===== config.mk =====
export PLATFORM = sky130hd
export DESIGN_NAME = tl_ul_channel_buffer
export DESIGN_NICKNAME = d
export VERILOG_FILES = /design/src/rtl/tl_ul_channel_buffer.sv
export SDC_FILE = /design/constraint.sdc
export NUM_CORES = 1
export LEC_CHECK = 0
export ABC_CLOCK_PERIOD_IN_PS = 3400
export CAP_MARGIN = 5
export CORE_MARGIN = 2
export CORE_UTILIZATION = 40
export DETAILED_ROUTE_END_ITERATION = 8
export HOLD_SLACK_MARGIN = 0.05
export PLACE_DENSITY = 0.68
export SYNTH_ARGS = -nofsm -noshare
export SYNTH_HDL_FRONTEND = slang
export SYNTH_SLANG_ARGS = --single-unit

===== constraint.sdc =====
create_clock -name clock -period 3.4 [get_ports clock]
set_clock_uncertainty 0.05 [all_clocks]
set_input_delay 0.85 -clock clock [delete_from_list [all_inputs] [get_ports clock]]
set_output_delay 0.85 -clock clock [all_outputs]
set_load 0.03 [all_outputs]

===== src/rtl/tl_ul_channel_buffer.sv =====
// TL-UL A/D channel buffer: an independent FIFO per direction with optional
// flow-through and pipe modes; a depth of 0 turns that channel into plain wires.

module tl_ul_fifo #(
  parameter int unsigned WIDTH = 8,
  parameter int unsigned DEPTH = 2,
  parameter int unsigned FLOW  = 0,
  parameter int unsigned PIPE  = 0,
  parameter int unsigned CW    = 2
) (
  input  logic             clock,
  input  logic             rst_n,
  input  logic             in_valid,
  output logic             in_ready,
  input  logic [WIDTH-1:0] in_bits,
  output logic             out_valid,
  input  logic             out_ready,
  output logic [WIDTH-1:0] out_bits,
  output logic [CW-1:0]    count
);
  localparam int unsigned PW = (DEPTH > 1) ? $clog2(DEPTH) : 1;

  logic [WIDTH-1:0] mem_q [DEPTH];
  logic [PW-1:0]    wr_ptr_q, wr_ptr_d, rd_ptr_q, rd_ptr_d;
  logic [CW-1:0]    count_q, count_d;
  logic             empty, full, push, pop, bypass, wr_en, rd_en;

  always_comb begin
    empty     = (count_q == '0);
    full      = (count_q == CW'(DEPTH));
    in_ready  = !full || ((PIPE != 0) && out_ready && !empty);
    out_valid = !empty || ((FLOW != 0) && in_valid);
    out_bits  = ((FLOW != 0) && empty) ? in_bits : mem_q[rd_ptr_q];
    push      = in_valid && in_ready;
    pop       = out_valid && out_ready;
    // A bypassed beat leaves the buffer untouched: no write, no read.
    bypass    = (FLOW != 0) && empty && pop;
    wr_en     = push && !bypass;
    rd_en     = pop && !bypass;

    wr_ptr_d = wr_ptr_q;
    if (wr_en) wr_ptr_d = (wr_ptr_q == PW'(DEPTH - 1)) ? '0 : wr_ptr_q + PW'(1);
    rd_ptr_d = rd_ptr_q;
    if (rd_en) rd_ptr_d = (rd_ptr_q == PW'(DEPTH - 1)) ? '0 : rd_ptr_q + PW'(1);

    count_d = count_q;
    if (wr_en && !rd_en)      count_d = count_q + CW'(1);
    else if (rd_en && !wr_en) count_d = count_q - CW'(1);
    count = count_q;
  end

  always_ff @(posedge clock or negedge rst_n) begin
    if (!rst_n) begin
      wr_ptr_q <= '0;
      rd_ptr_q <= '0;
      count_q  <= '0;
    end else begin
      wr_ptr_q <= wr_ptr_d;
      rd_ptr_q <= rd_ptr_d;
      count_q  <= count_d;
    end
  end

  // Payload storage carries no reset; validity is tracked by count_q alone.
  always_ff @(posedge clock) begin
    if (wr_en) mem_q[wr_ptr_q] <= in_bits;
  end
endmodule

module tl_ul_channel_buffer #(
  parameter int unsigned ADDR_W  = 32,
  parameter int unsigned DATA_W  = 32,
  parameter int unsigned SRC_W   = 2,
  parameter int unsigned SINK_W  = 1,
  parameter int unsigned A_DEPTH = 2,
  parameter int unsigned D_DEPTH = 2,
  parameter int unsigned FLOW    = 0,
  parameter int unsigned PIPE    = 0,
  localparam int unsigned AW = 9 + SRC_W + ADDR_W + DATA_W / 8 + DATA_W + 1,
  localparam int unsigned DW = 8 + SRC_W + SINK_W + 1 + DATA_W + 1,
  localparam int unsigned CA = (A_DEPTH == 0) ? 1 : $clog2(A_DEPTH + 1),
  localparam int unsigned CD = (D_DEPTH == 0) ? 1 : $clog2(D_DEPTH + 1)
) (
  input  logic          clock,
  input  logic          reset_n,
  input  logic          a_in_valid,
  output logic          a_in_ready,
  input  logic [AW-1:0] a_in_bits,
  output logic          a_out_valid,
  input  logic          a_out_ready,
  output logic [AW-1:0] a_out_bits,
  input  logic          d_in_valid,
  output logic          d_in_ready,
  input  logic [DW-1:0] d_in_bits,
  output logic          d_out_valid,
  input  logic          d_out_ready,
  output logic [DW-1:0] d_out_bits,
  output logic [CA-1:0] a_count,
  output logic [CD-1:0] d_count
);
  // Reset asserts asynchronously but releases two clock edges later.
  logic [1:0] rst_sync_q, rst_sync_d;
  logic       rst_int_n;
  logic       unused_rst;

  always_comb rst_sync_d = {rst_sync_q[0], 1'b1};

  always_ff @(posedge clock or negedge reset_n) begin
    if (!reset_n) rst_sync_q <= '0;
    else          rst_sync_q <= rst_sync_d;
  end

  assign rst_int_n  = rst_sync_q[1];
  assign unused_rst = rst_int_n;

  if (A_DEPTH == 0) begin : g_a_wire
    assign a_in_ready  = a_out_ready;
    assign a_out_valid = a_in_valid;
    assign a_out_bits  = a_in_bits;
    assign a_count     = '0;
  end else begin : g_a_fifo
    tl_ul_fifo #(.WIDTH(AW), .DEPTH(A_DEPTH), .FLOW(FLOW), .PIPE(PIPE), .CW(CA)) u_a_fifo (
      .clock(clock), .rst_n(rst_int_n),
      .in_valid(a_in_valid), .in_ready(a_in_ready), .in_bits(a_in_bits),
      .out_valid(a_out_valid), .out_ready(a_out_ready), .out_bits(a_out_bits),
      .count(a_count)
    );
  end

  if (D_DEPTH == 0) begin : g_d_wire
    assign d_in_ready  = d_out_ready;
    assign d_out_valid = d_in_valid;
    assign d_out_bits  = d_in_bits;
    assign d_count     = '0;
  end else begin : g_d_fifo
    tl_ul_fifo #(.WIDTH(DW), .DEPTH(D_DEPTH), .FLOW(FLOW), .PIPE(PIPE), .CW(CD)) u_d_fifo (
      .clock(clock), .rst_n(rst_int_n),
      .in_valid(d_in_valid), .in_ready(d_in_ready), .in_bits(d_in_bits),
      .out_valid(d_out_valid), .out_ready(d_out_ready), .out_bits(d_out_bits),
      .count(d_count)
    );
  end
endmodule

==> flow_summary.json, run 1 <==
{
  "hp-class": "reg -> async",
  "syn_area_sq_mm": 0.01003,
  "ys_seq_share": 0.7736,
  "cts_hold_buffers": 0,
  "r2r_slack_ns": 1.57,
  "p_sw_frac": 0.3327,
  "initCoreUtil": 0.4099,
  "edf_count": 250,
  "portBuffers": 263,
  "cp_max_fo": 21,
  "drt_iter0_markers": 242,
  "grt_max_degree": 65,
  "start_kind": "register",
  "syn-num-nets": 561,
  "die.size.y_microns": 162.3,
  "drt.antenna.violating_nets": 0,
  "final_max_slew_viol_count": 0,
  "worst_slew_pin_slew_ns": 0.6122,
  "grt_pass1_vias": 5298,
  "area_leaders": "edfxtp_1 (75%), mux2_4 (18%), dfrtp_1 (2.5%)",
  "ys_area_sq_mm": 0.01003,
  "rows": 57,
  "vias": 4961,
  "top_cell": "edfxtp_1",
  "fin_crit_ns": 3.204,
  "cts_root_buf": "clkbuf_16",
  "worstPathArrival_ns": 2.30,
  "warning_count": 26,
  "drv_cap": 0,
  "synth_area_per_cell_sq_um": 23.43,
  "finalSetupTns_ns": 0,
  "htreeDepth": 1,
  "grt_setup_unrepaired": "no",
  "cts_num_sinks": 260,
  "drt_first_pass_iters": 4,
  "power_leakage_nw": 5.065,
  "worst-endpoint-required_ns": 2.50,
  "yosysWarnings": 0,
  "ys.flops": 260,
  "ff_type": "edfxtp_1",
  "synthCells": 428,
  "fillers": 1857,
  "slew_headroom": 0.5918,
  "tritoncts": "yes",
  "drive_gt1_frac": 0.2463,
  "io_pins": 264,
  "yosys_cells": 428,
  "rr_endpoint": "g_a_fifo.u_a_fifo.mem_q[1][16]$_DFFE_PP_",
  "numCtsBuffers": 27,
  "crit_path_end": "a_out_bits[66]",
  "setup_viol": 0,
  "cp-end-kind": "output port",
  "wl_microns": 19910,
  "sequentialPowerShare": 0.360,
  "dpl_cell_area_sq_mm": 0.01304,
  "top_cells_by_count": "edfxtp_1 (250), mux2_4 (118), dfrtp_1 (10), buf_12 (8), mux2_2 (7)",
  "ys_async_sr_fraction": 0.03846,
  "die-area_sq_mm": 0.02635,
  "nets": 853,
  "clk_latency_ns": 0.52,
  "drc_errors": 0,
  "grt-ovfl-total": 0,
  "synth_area_leader_cell": "edfxtp_1",
  "hold_violations": 0,
  "grt_antenna_before_repair": 2,
  "reg2regPathDepth": 3,
  "place.gp.congestion": 0.7288,
  "area_delta_synth_final_pct": 38.37,
  "fmax_mhz": 312.2,
  "finalInstanceArea_sq_mm": 0.01387,
  "p_sw_mw": 4.298,
  "cellInternalPower_mw": 8.619,
  "worstSetupPathType": "reg -> out",
  "viasPerCell": 4.667,
  "diodes": 0,
  "crit_path_start": "g_a_fifo.u_a_fifo.rd_ptr_q$_DFFE_PN0P_",
  "outcome": "finished, final reports clean",
  "clock_power_share": 0.211,
  "p_per_area_mw_per_mm2": 931.0,
  "coreArea_sq_mm": 0.02446,
  "cts_max_path_buffers": 3,
  "grt_first_pass_wirelength_microns": 29860,
  "r2r-start": "g_a_fifo.u_a_fifo.count[0]$_DFFE_PN0P_"
}
[run 1: sequential cells by signal, summed over array words and instances (netlist names)]
name                        cells
g_a_fifo.u_a_fifo.mem_q       160
g_d_fifo.u_d_fifo.rd_ptr_q      1
rst_sync_q                      2
g_d_fifo.u_d_fifo.count         2
g_a_fifo.u_a_fifo.wr_ptr_q      1
g_d_fifo.u_d_fifo.wr_ptr_q      1
g_a_fifo.u_a_fifo.rd_ptr_q      1
g_d_fifo.u_d_fifo.mem_q        90
g_a_fifo.u_a_fifo.count         2
[run 1: routing by layer]
metal	wire length (microns)	vias to the layer above	GRT usage
li1	-	2270	-
met5	13	-	0
met3	2394	30	0.07028
met4	422	2	0.03620
met2	9402	223	0.2458
met1	7676	2436	0.1730
[run 1: cell type report]
class,instances,area (sq um),area share
sequential,260,7762,0.5595
timing repair buffer,277,2820,0.2033
multi-input combinational,152,2056,0.1482
clock buffer,34,701.9,0.05059
tap,324,405.4,0.02922
clock inverter,14,121.4,0.008747
inverter,2,7.507,0.0005411
[run 1: cells in the final DEF (no fill, tap or decap), types with 4 or more instances in the layout]
master           netlist  routed
clkdlybuf4s50_1        0     263
dfrtp_1               10       8
mux2_4               118     118
clkinv_2               0       6
buf_12                 8       6
clkbuf_16              0      27
clkinv_1               0       4
xnor2_1                6       6
edfxtp_1             250     250
buf_4                  0       7
mux2_2                 7       7
clkbuf_1               0       7
nand2_1                4       4
xor2_1                 4       4
[run 1: per-stage QoR]
step | total power, mW | setup WS (ns) | instances | utilization | hold slack (ns)
floorplan | 8.419 | 0.6014 | 428 | - | 0.04464
global placement | 10.23 | 0.5323 | 1014 | 0.5329 | 0.09875
detailed placement | 10.31 | 0.5152 | 1014 | 0.5329 | 0.09898
CTS | 13.11 | 0.1423 | 1063 | 0.5672 | 0.1066
global route | 13.48 | 0.1109 | 1063 | 0.5672 | 0.1344
finish | 12.92 | 0.1965 | 1063 | 0.5672 | 0.09517
[run 1: timing repair]
item / in CTS / in global routing
hold endpoints to repair: 0 / 0
setup buffers: 1 / 0
endpoints found under the setup margin: 47 / 0
[run 1: logic make-up after synthesis]
logic type / after synthesis / synth area share
and+or+nand+nor: 14 / 0.006737
muxes: 125 / 0.1846
DFF: 260 / 0.7736
xor gates and xnor gates: 10 / 0.008734
adders and majority gates: 2 / 0.002495
buffers and inverters: 16 / 0.02346
other: 1 / 0.0003740
[run 1: critical path, stage by stage (launching register included)]
cell             delay, ns
dfrtp_4               0.60
buf_12                0.24
mux2_4                0.32
clkdlybuf4s50_1       0.60
[run 1: power groups by stage]
stage	Combinational (mW)	Clock (mW)	Sequential (mW)
2_1_floorplan	3.76	0	4.66
3_3_place_gp	5.51	0	4.72
3_5_place_dp	5.55	0	4.77
4_1_cts	5.64	2.81	4.66
5_1_grt	5.83	2.93	4.71
6_report	5.55	2.72	4.65
Fig. 1: run 1, where the registers sit
Drawn at 3 px/micron.
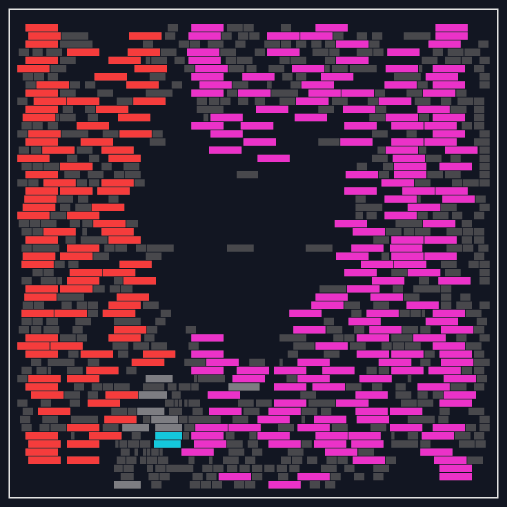
- magenta: g_a_fifo.u_a_fifo.mem_q (sequential cells 160)
- cyan: rst_sync_q (sequential cells 2)
- red: g_d_fifo.u_d_fifo.mem_q (sequential cells 90; where a vertical strip on the left)

Fig. 2: run 1, routing congestion map
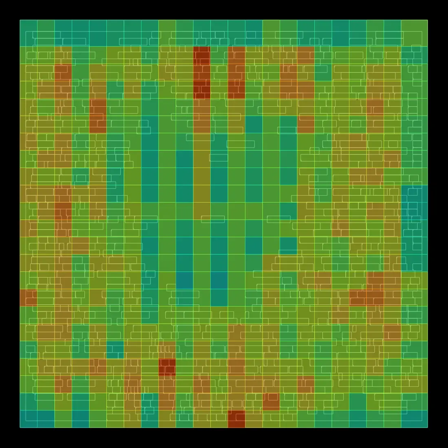
final core utilization: 0.5672
WL/cell: 18.73 microns
GRT Overall Usage: 0.1474

Fig. 3: run 1, a small window of the routed layout
Window x 61 to 101, y 94 to 134 microns. Cells in grey, sequential cells in the stronger grey; small squares are vias.
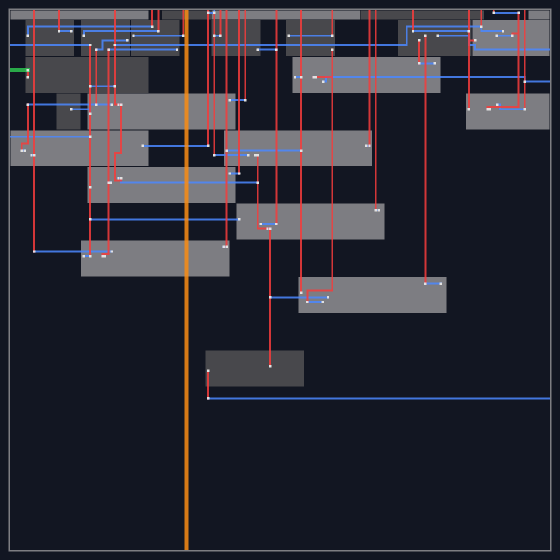
- red: M2
- blue: M1
- orange: M4
- green: M3
- netlist names of flops here include: g_a_fifo.u_a_fifo.mem_q (10)
- cells with their middle in the window: 19
- sequential cells in the window: 10
- most frequent: edfxtp_1 (10), clkdlybuf4s50_1 (5)

Fig. 4: run 1, the metal 2 layer
Drawn at 1.5 px/micron.
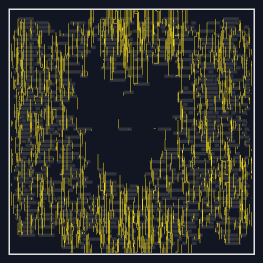
- share of all routed wire: 47%
- wire length on this layer: 9400 microns
- nets with wire on the layer: 796
- longest straight run: 59.5 microns

Fig. 5: run 1, gate-type map
Drawn at 3 px/micron.
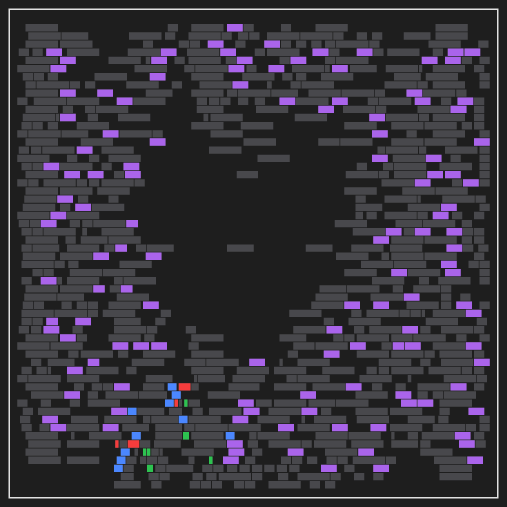

## Run 2: what changed since run 1
==> constraint.sdc (replaced) <==
create_clock -name clock -period 3.4 [get_ports clock]
set_clock_uncertainty 0.05 [all_clocks]
set_input_delay 0.68 -clock clock [delete_from_list [all_inputs] [get_ports clock]]
set_output_delay 0.68 -clock clock [all_outputs]
set_load 0.03 [all_outputs]
Fig. 6: run 2, gate-type map
Drawn at 3 px/micron.
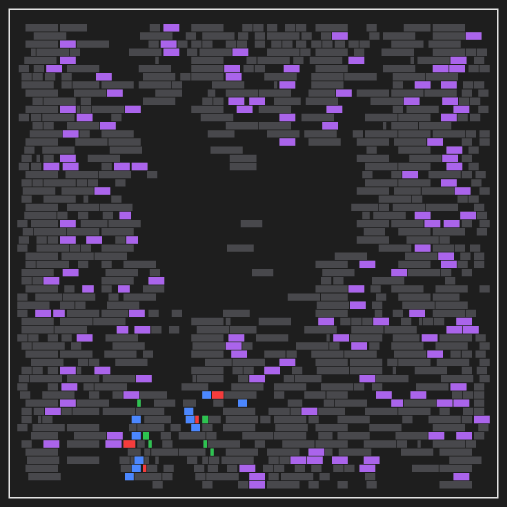
- red: nor cells (cells 4)
- purple: mux cells (cells 125; most used mux2_4; where widely spread)
- green: nand cells (cells 6; most used nand2_1)
- blue: xor and xnor cells (cells 10; most used xnor2_1)

Fig. 7: run 2, routing congestion map
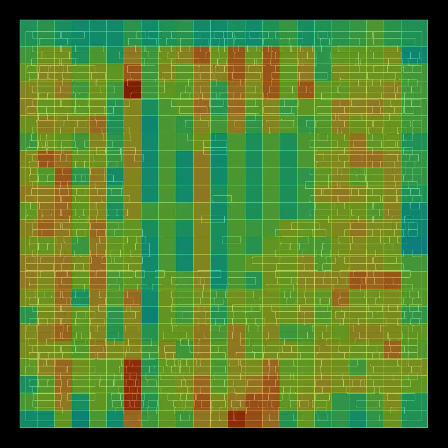
final core utilization: 0.5723
met3 Resource Use GR: 0.06595

==> run 2 against run 1 <==
Effect of this change: final cell count increased by 0.47%; die area unchanged; sequential share of layout area decreased by 0.50 points; core utilization rose by 0.51 points; critical path type unchanged; largest power group unchanged.
==> flow_summary.json, run 2 <==
{
  "outcome": "finished, final reports clean",
  "grt_max_degree": 47,
  "drt.antenna.violating_nets": 0,
  "ys_area_sq_mm": 0.01003,
  "fmax_mhz": 314.9,
  "grt_antenna_before_repair": 2,
  "finalSetupTns_ns": 0,
  "initCoreUtil": 0.4099,
  "worst_slew_pin_slew_ns": 0.6369,
  "clk_latency_ns": 0.53,
  "synth_area_per_cell_sq_um": 23.43,
  "portBuffers": 263,
  "cp_slowest_cell": "dfrtp_4",
  "nets": 853,
  "largest_register_ffs": 160,
  "top_cell": "edfxtp_1",
  "grt_pass1_vias": 5418,
  "area_delta_synth_final_pct": 39.62,
  "drive_gt1_frac": 0.2493,
  "io_pins": 264,
  "p_per_area_mw_per_mm2": 938.8,
  "cellInternalPower_mw": 8.812,
  "r2r-start": "g_a_fifo.u_a_fifo.count[0]$_DFFE_PN0P_",
  "syn-num-nets": 561,
  "rr_endpoint": "g_a_fifo.u_a_fifo.mem_q[0][0]$_DFFE_PP_",
  "seq_area_sq_mm": 0.007762,
  "dpl_cell_area_sq_mm": 0.01307,
  "area_leaders": "edfxtp_1 (75%), mux2_4 (18%), dfrtp_1 (2.5%)",
  "edf_count": 250,
  "worst_hold_slack_ns": 0.09565,
  "fin_crit_ns": 3.175,
  "top_cells_by_count": "edfxtp_1 (250), mux2_4 (118), dfrtp_1 (10), buf_12 (8), mux2_2 (7)",
  "synthCells": 428,
  "combGateArea_sq_mm": 0.002056,
  "place.gp.congestion": 0.7462,
  "grt_first_pass_wirelength_microns": 30060,
  "die.size.y_microns": 162.3,
  "ys_seq_share": 0.7736,
  "layout_top_cells": "clkdlybuf4s50_1 (263), edfxtp_1 (250), mux2_4 (118), clkbuf_16 (29), buf_12 (10)",
  "ff_type": "edfxtp_1",
  "yosysWarnings": 0,
  "cts_root_buf": "clkbuf_16",
  "synth_area_leader_cell": "edfxtp_1",
  "crit_chain": "buf_4 > mux2_4 > clkdlybuf4s50_1",
  "final_max_slew_viol_count": 0,
  "setup_viol": 0,
  "worstSetupPathType": "reg -> out",
  "yosys_cells": 428,
  "hp-class": "reg -> async",
  "reg_top3": "g_a_fifo.u_a_fifo.mem_q: 160 flops, g_d_fifo.u_d_fifo.mem_q: 90 flops",
  "start_kind": "register",
  "warning_count": 26,
  "lay_top_count": "clkdlybuf4s50_1",
  "clock_power_share": 0.221,
  "reg2regPathDepth": 4,
  "worstPathArrival_ns": 2.45,
  "cts_max_path_buffers": 3,
  "vias": 4943,
  "drt_first_pass_iters": 4,
  "power_leakage_nw": 5.111,
  "die-area_sq_mm": 0.02635,
  "rows": 57,
  "grt_setup_unrepaired": "no",
  "cp-end-kind": "output port",
  "regMostFlops": "g_a_fifo.u_a_fifo.mem_q",
  "htreeDepth": 1,
  "numCtsBuffers": 28,
  "sequentialPowerShare": 0.355,
  "drc_errors": 0,
  "hold_violations": 0,
  "grt-ovfl-total": 0,
  "viasPerCell": 4.628,
  "drt_iter0_markers": 198,
  "syn_area_sq_mm": 0.01003,
  "cp_max_fo": 18,
  "tritoncts": "yes",
  "p_sw_frac": 0.3295,
  "cpPeakStageDelay_ns": 0.68,
  "detail_route.wl_per_cell_microns": 18.68,
  "r2r_slack_ns": 1.47,
  "drv_cap": 0,
  "cts_num_sinks": 260,
  "fillers": 1845,
  "ys.flops": 260,
  "ys_async_sr_fraction": 0.03846,
  "finalInstanceArea_sq_mm": 0.01400,
  "worst-endpoint-required_ns": 2.67,
  "coreArea_sq_mm": 0.02446
}
Fig. 8: run 2, a small window of the routed layout
Window x 61 to 101, y 94 to 134 microns. Cells in grey, sequential cells in the stronger grey; small squares are vias.
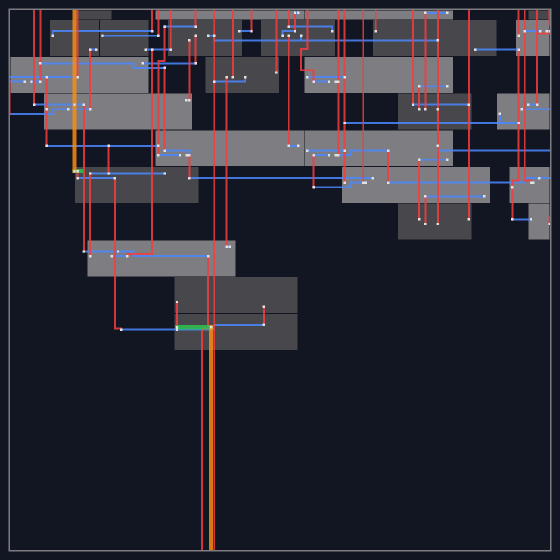
- green: M3
- orange: M4
- red: M2
- blue: M1
- netlist names of flops here include: g_a_fifo.u_a_fifo.mem_q (7)
- most frequent: edfxtp_1 (7), mux2_4 (5), clkbuf_16 (4)
- sequential cells in the window: 7
- cells with their middle in the window: 18

-- run 2: how the worst max path moves through the flow --
stage                                              end  cells after the start                              startpoint  slack [ns]
3_3_place_gp                            a_out_bits[36]                      3  g_a_fifo.u_a_fifo.rd_ptr_q$_DFFE_PN0P_        0.57
5_1_grt                                 a_out_bits[67]                      3  g_a_fifo.u_a_fifo.rd_ptr_q$_DFFE_PN0P_        0.15
6_report                                a_out_bits[67]                      3  g_a_fifo.u_a_fifo.rd_ptr_q$_DFFE_PN0P_        0.22
4_1_cts                                 a_out_bits[67]                      3  g_a_fifo.u_a_fifo.rd_ptr_q$_DFFE_PN0P_        0.18
2_1_floorplan  g_a_fifo.u_a_fifo.mem_q[0][0]$_DFFE_PP_                      3  g_a_fifo.u_a_fifo.count[0]$_DFFE_PN0P_        0.60
3_5_place_dp                            a_out_bits[34]                      3  g_a_fifo.u_a_fifo.rd_ptr_q$_DFFE_PN0P_        0.54
-- run 2: repair_timing --
action	in CTS	in global routing
gates resized	0	0
setup endpoints to repair	10	0
hold buffers	0	0
buffers inserted	1	0
-- run 2: routing by layer --
layer	vias up	GRT usage	wire length, microns
met3	28	0.06595	2390
met2	230	0.2472	9408
met1	2412	0.1768	7828
met5	-	0	13
li1	2271	-	-
met4	2	0.03620	304
-- run 2: power groups by stage --
stage | clock [mW] | combinational, mW | sequential, mW
finish | 2.90 | 5.57 | 4.66
global route | 3.12 | 5.85 | 4.73
CTS | 3.00 | 5.66 | 4.68
detailed placement | 0 | 5.54 | 4.79
global placement | 0 | 5.51 | 4.75
floorplan | 0 | 3.76 | 4.66
-- run 2: logic make-up after synthesis --
kind of cell | Yosys count | synth area share
XOR/XNOR | 10 | 0.008734
adder cells (fa/ha/maj) | 2 | 0.002495
buffers and inverters | 16 | 0.02346
flip-flops | 260 | 0.7736
multiplexers | 125 | 0.1846
other | 1 | 0.0003740
AND/OR/NAND/NOR | 14 | 0.006737
-- run 2: through the flow --
stage | total power [mW] | worst slack, ns | std cells
CTS | 13.33 | 0.1803 | 1066
detailed placement | 10.33 | 0.5395 | 1013
global placement | 10.25 | 0.5703 | 1013
finish | 13.14 | 0.2247 | 1068
floorplan | 8.419 | 0.6014 | 428
global route | 13.70 | 0.1463 | 1066
-- run 2: layout make-up --
cell class / count / area share
well taps: 324 / 0.02896
flip-flops and latches: 260 / 0.5545
multi-input cells: 152 / 0.1468
repair buffers: 276 / 0.2040
diodes: 2 / 0.0003575
clock buffers: 40 / 0.05693
clock inverters: 12 / 0.007954
inverters: 2 / 0.0005362
-- run 2: critical path, delay by kind of cell (launching register included) --
family	cells	cell delay, ns
buf+inv	2	0.91
flops	1	0.68
mux	1	0.32
## Run 3: what changed since run 2
- SYNTH_HIERARCHICAL: unset -> 1
Fig. 9: run 3, where the registers sit
Drawn at 3 px/micron.
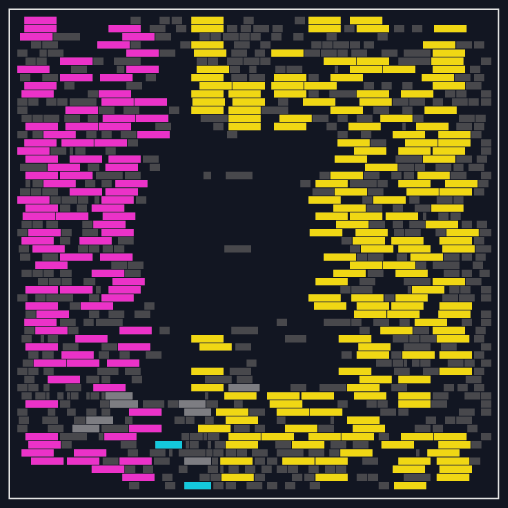
- magenta: g_d_fifo.u_d_fifo/mem_q (sequential cells 90; where a vertical strip on the left)
- yellow: g_a_fifo.u_a_fifo/mem_q (sequential cells 160)
- cyan: rst_sync_q (sequential cells 2)
- not coloured: 8

Fig. 10: run 3, routing congestion map
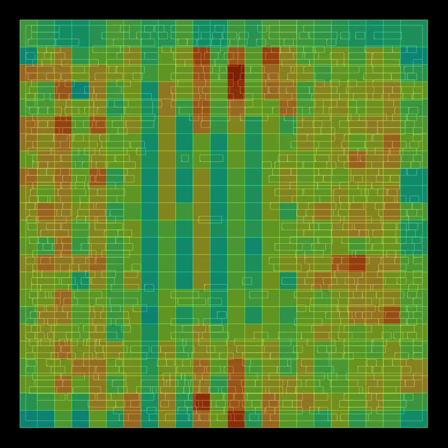
GR peak layer: met2
GRT Overall Usage: 0.1477
WL/cell: 18.97 microns
final core utilization: 0.5538

Fig. 11: run 3, a small window of the routed layout
Window x 61 to 101, y 94 to 134 microns. Cells in grey, sequential cells in the stronger grey; small squares are vias.
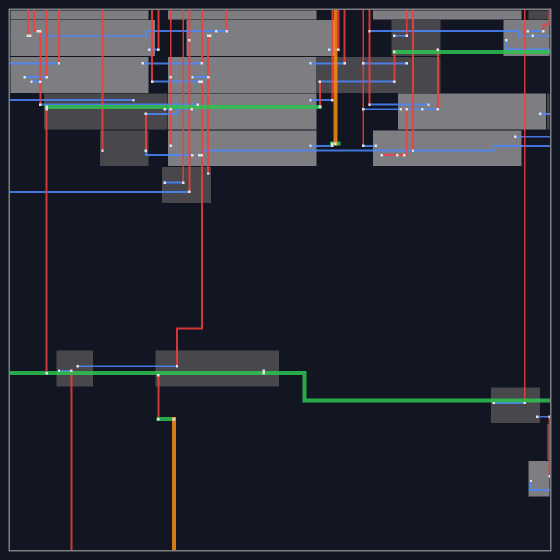
- orange: M4
- red: M2
- green: M3
- blue: M1
- sequential cells in the window: 8
- cells with their middle in the window: 16
- netlist names of flops here include: g_a_fifo.u_a_fifo/mem_q (8)
- most frequent: edfxtp_1 (8), clkdlybuf4s50_1 (4), clkbuf_16 (3)

==> run 3 against run 2 <==
Effect of this change: total power down 2.4%; register-to-register slack about the same; flip-flop count unchanged; sequential power about the same; core utilization down 1.8 points; die area up 0.34%; final cell count down 0.28%; critical path depth unchanged; first-iteration DRC count up 17%; largest cell class unchanged.
==> flow_summary.json, run 3 <==
{
  "portBuffers": 263,
  "ys_area_sq_mm": 0.01006,
  "cp_max_fo": 29,
  "drt_first_pass_iters": 4,
  "layout_top_cells": "clkdlybuf4s50_1 (263), edfxtp_1 (250), mux2_4 (118), clkbuf_16 (27), dfrtp_1 (8)",
  "final_max_slew_viol_count": 0,
  "die-area_sq_mm": 0.02644,
  "ys_seq_share": 0.7710,
  "fin_crit_ns": 3.183,
  "grt_antenna_before_repair": 3,
  "fillers": 1956,
  "syn_area_sq_mm": 0.01006,
  "yosys.area.top_type_share": 0.7461,
  "place.gp.congestion": 0.7683,
  "worstPathArrival_ns": 2.45,
  "outcome": "finished, final reports clean",
  "p_sw_mw": 4.327,
  "regMostFlops": "g_a_fifo.u_a_fifo/mem_q",
  "coreArea_sq_mm": 0.02496,
  "top_cell": "edfxtp_1",
  "cp-end-kind": "output port",
  "drt_iter0_markers": 231,
  "die.size.y_microns": 162.6,
  "hpwlAfterDp_microns": 13870,
  "finalSetupTns_ns": 0,
  "yosys_cells": 428,
  "hold_violations": 0,
  "warning_count": 26,
  "cts_root_buf": "clkbuf_16",
  "clk_pin_slew_ns": 0.06,
  "cts_max_path_buffers": 3,
  "cts_hold_buffers": 0,
  "pwr-share-comb": 0.428,
  "viasPerCell": 4.665,
  "setup_viol": 0,
  "clk_latency_ns": 0.52,
  "clock_power_share": 0.208,
  "synth_area_per_cell_sq_um": 23.51,
  "lay_top_count": "clkdlybuf4s50_1",
  "drc_errors": 0,
  "synth_cell_type_count": 16,
  "ff_type": "edfxtp_1",
  "p_per_area_mw_per_mm2": 927.5,
  "rows": 58,
  "slew_headroom": 0.6221,
  "area_leaders": "edfxtp_1 (75%), mux2_4 (18%), dfrtp_1 (2.5%)",
  "grt_first_pass_wirelength_microns": 30040,
  "tritoncts": "yes",
  "r2r_slack_ns": 1.48,
  "cellInternalPower_mw": 8.497,
  "grt_pass1_vias": 5380,
  "hp-class": "reg -> async",
  "fmax_mhz": 314.1,
  "area_delta_synth_final_pct": 37.40,
  "worst_slack_ns": 0.2166,
  "start_kind": "register",
  "nets": 848,
  "p_sw_frac": 0.3374,
  "syn-num-nets": 561,
  "worst_slew_pin_slew_ns": 0.5668,
  "synth_area_leader_cell": "edfxtp_1",
  "sequentialPowerShare": 0.364,
  "htreeDepth": 1,
  "cts_resized": 0,
  "drv_cap": 0,
  "reg_top3": "g_a_fifo.u_a_fifo/mem_q: 160 flops, g_d_fifo.u_d_fifo/mem_q: 90 flops",
  "ys_async_sr_fraction": 0.03846,
  "drive_gt1_frac": 0.2425,
  "combGateArea_sq_mm": 0.002056,
  "synthCells": 428,
  "yosysWarnings": 6,
  "grt-ovfl-total": 0,
  "grt_setup_unrepaired": "no",
  "wl_microns": 20200,
  "edf_count": 250,
  "fin_crit_sh": 0.9363,
  "largest_register_ffs": 160,
  "vias": 4968,
  "drt.antenna.violating_nets": 0,
  "numCtsBuffers": 27,
  "power_leakage_nw": 5.017,
  "io_pins": 264,
  "dp_slack_ns": 0.7480,
  "worstSetupPathType": "reg -> out",
  "cts_num_sinks": 260,
  "worst-endpoint-required_ns": 2.67,
  "seq_area_sq_mm": 0.007762,
  "top_cells_by_count": "edfxtp_1 (250), mux2_4 (118), buf_12 (12), dfrtp_1 (10), mux2_2 (7)",
  "grt_max_degree": 77,
  "postCtsSetupBuffers": 0,
  "ys.flops": 260,
  "initCoreUtil": 0.4031,
  "ir_drop_mv": 0.5559,
  "die.size.x_microns": 162.6
}
-- run 3: cell count changes after synthesis --
cell,before,now
buf_6,6,2
buf_12,8,12
-- run 3: cell families (layout without fill, tap and decap cells) --
| kind of cell | after synthesis | after routing | share of synthesized area |
|---|---|---|---|
| flip-flops | 260 | 260 | 0.7710 |
| XOR/XNOR | 10 | 10 | 0.008704 |
| adder cells (fa/ha/maj) | 2 | 2 | 0.002487 |
| other | 1 | 2 | 0.0003727 |
| buffers and inverters | 16 | 322 | 0.02686 |
| multiplexers | 125 | 125 | 0.1839 |
| AND/OR/NAND/NOR | 14 | 14 | 0.006713 |
-- run 3: critical path: stages, from the launching register on --
cell and delay (ns):
dfrtp_4 0.66, buf_12 0.30, mux2_4 0.33, clkdlybuf4s50_1 0.61
-- run 3: metal layers --
metal / vias up / part of all wire / wire length [microns] / track usage
li1: 2261 / - / - / -
met1: 2435 / 0.40 / 8002 / 0.1800
met2: 238 / 0.46 / 9340 / 0.2410
met3: 28 / 0.13 / 2555 / 0.06799
met4: 6 / 0.013 / 264 / 0.03500
met5: - / 0.0019 / 39 / 0
-- run 3: final timing paths --
path / start / to / cells after the start
setup reg to reg: g_d_fifo.u_d_fifo/count[0]$_DFFE_PN0P_ / g_d_fifo.u_d_fifo/mem_q[0][40]$_DFFE_PP_ / 4
hold / removal: rst_sync_q[1]$_DFF_PN0_ / g_a_fifo.u_a_fifo/count[1]$_DFFE_PN0P_ / 0
min in group clock: rst_sync_q[0]$_DFF_PN0_ / rst_sync_q[1]$_DFF_PN0_ / 0
hold reg to reg: rst_sync_q[1]$_DFF_PN0_ / g_a_fifo.u_a_fifo/count[1]$_DFFE_PN0P_ / 0
setup / recovery: g_a_fifo.u_a_fifo/rd_ptr_q$_DFFE_PN0P_ / a_out_bits[25] / 3
max in group asynchronous: reset_n / rst_sync_q[1]$_DFF_PN0_ / 1
-- run 3: final cells by class --
type                       instances  area share
clock inverter                    18    0.008869
multi-input combinational        152      0.1487
antenna                            1   0.0001810
timing repair buffer             272      0.2007
inverter                           2   0.0005430
sequential                       260      0.5614
tap                              330     0.02986
clock buffer                      30     0.04968
-- run 3: power groups by stage --
| stage | logic, mW | registers, mW | clock network, mW |
|---|---|---|---|
| finish | 5.49 | 4.67 | 2.67 |
| CTS | 5.56 | 4.68 | 2.76 |
| global route | 5.74 | 4.74 | 2.88 |
| global placement | 5.51 | 4.70 | 0 |
| floorplan | 3.81 | 4.66 | 0 |
| detailed placement | 5.53 | 4.74 | 0 |
-- run 3: through the flow --
stage          hold WS [ns]  cells  instance area [sq um]  total power [mW]  utilization
2_1_floorplan       0.04464    428                  10070             8.474            -
3_3_place_gp        0.09158   1016                  13010             10.20       0.5213
3_5_place_dp         0.1064   1016                  13010             10.27       0.5213
4_1_cts              0.1114   1064                  13820             13.00       0.5537
5_1_grt              0.1392   1064                  13820             13.36       0.5537
6_report            0.09080   1065                  13830             12.82       0.5538
Power and IR drop assume default switching activity.
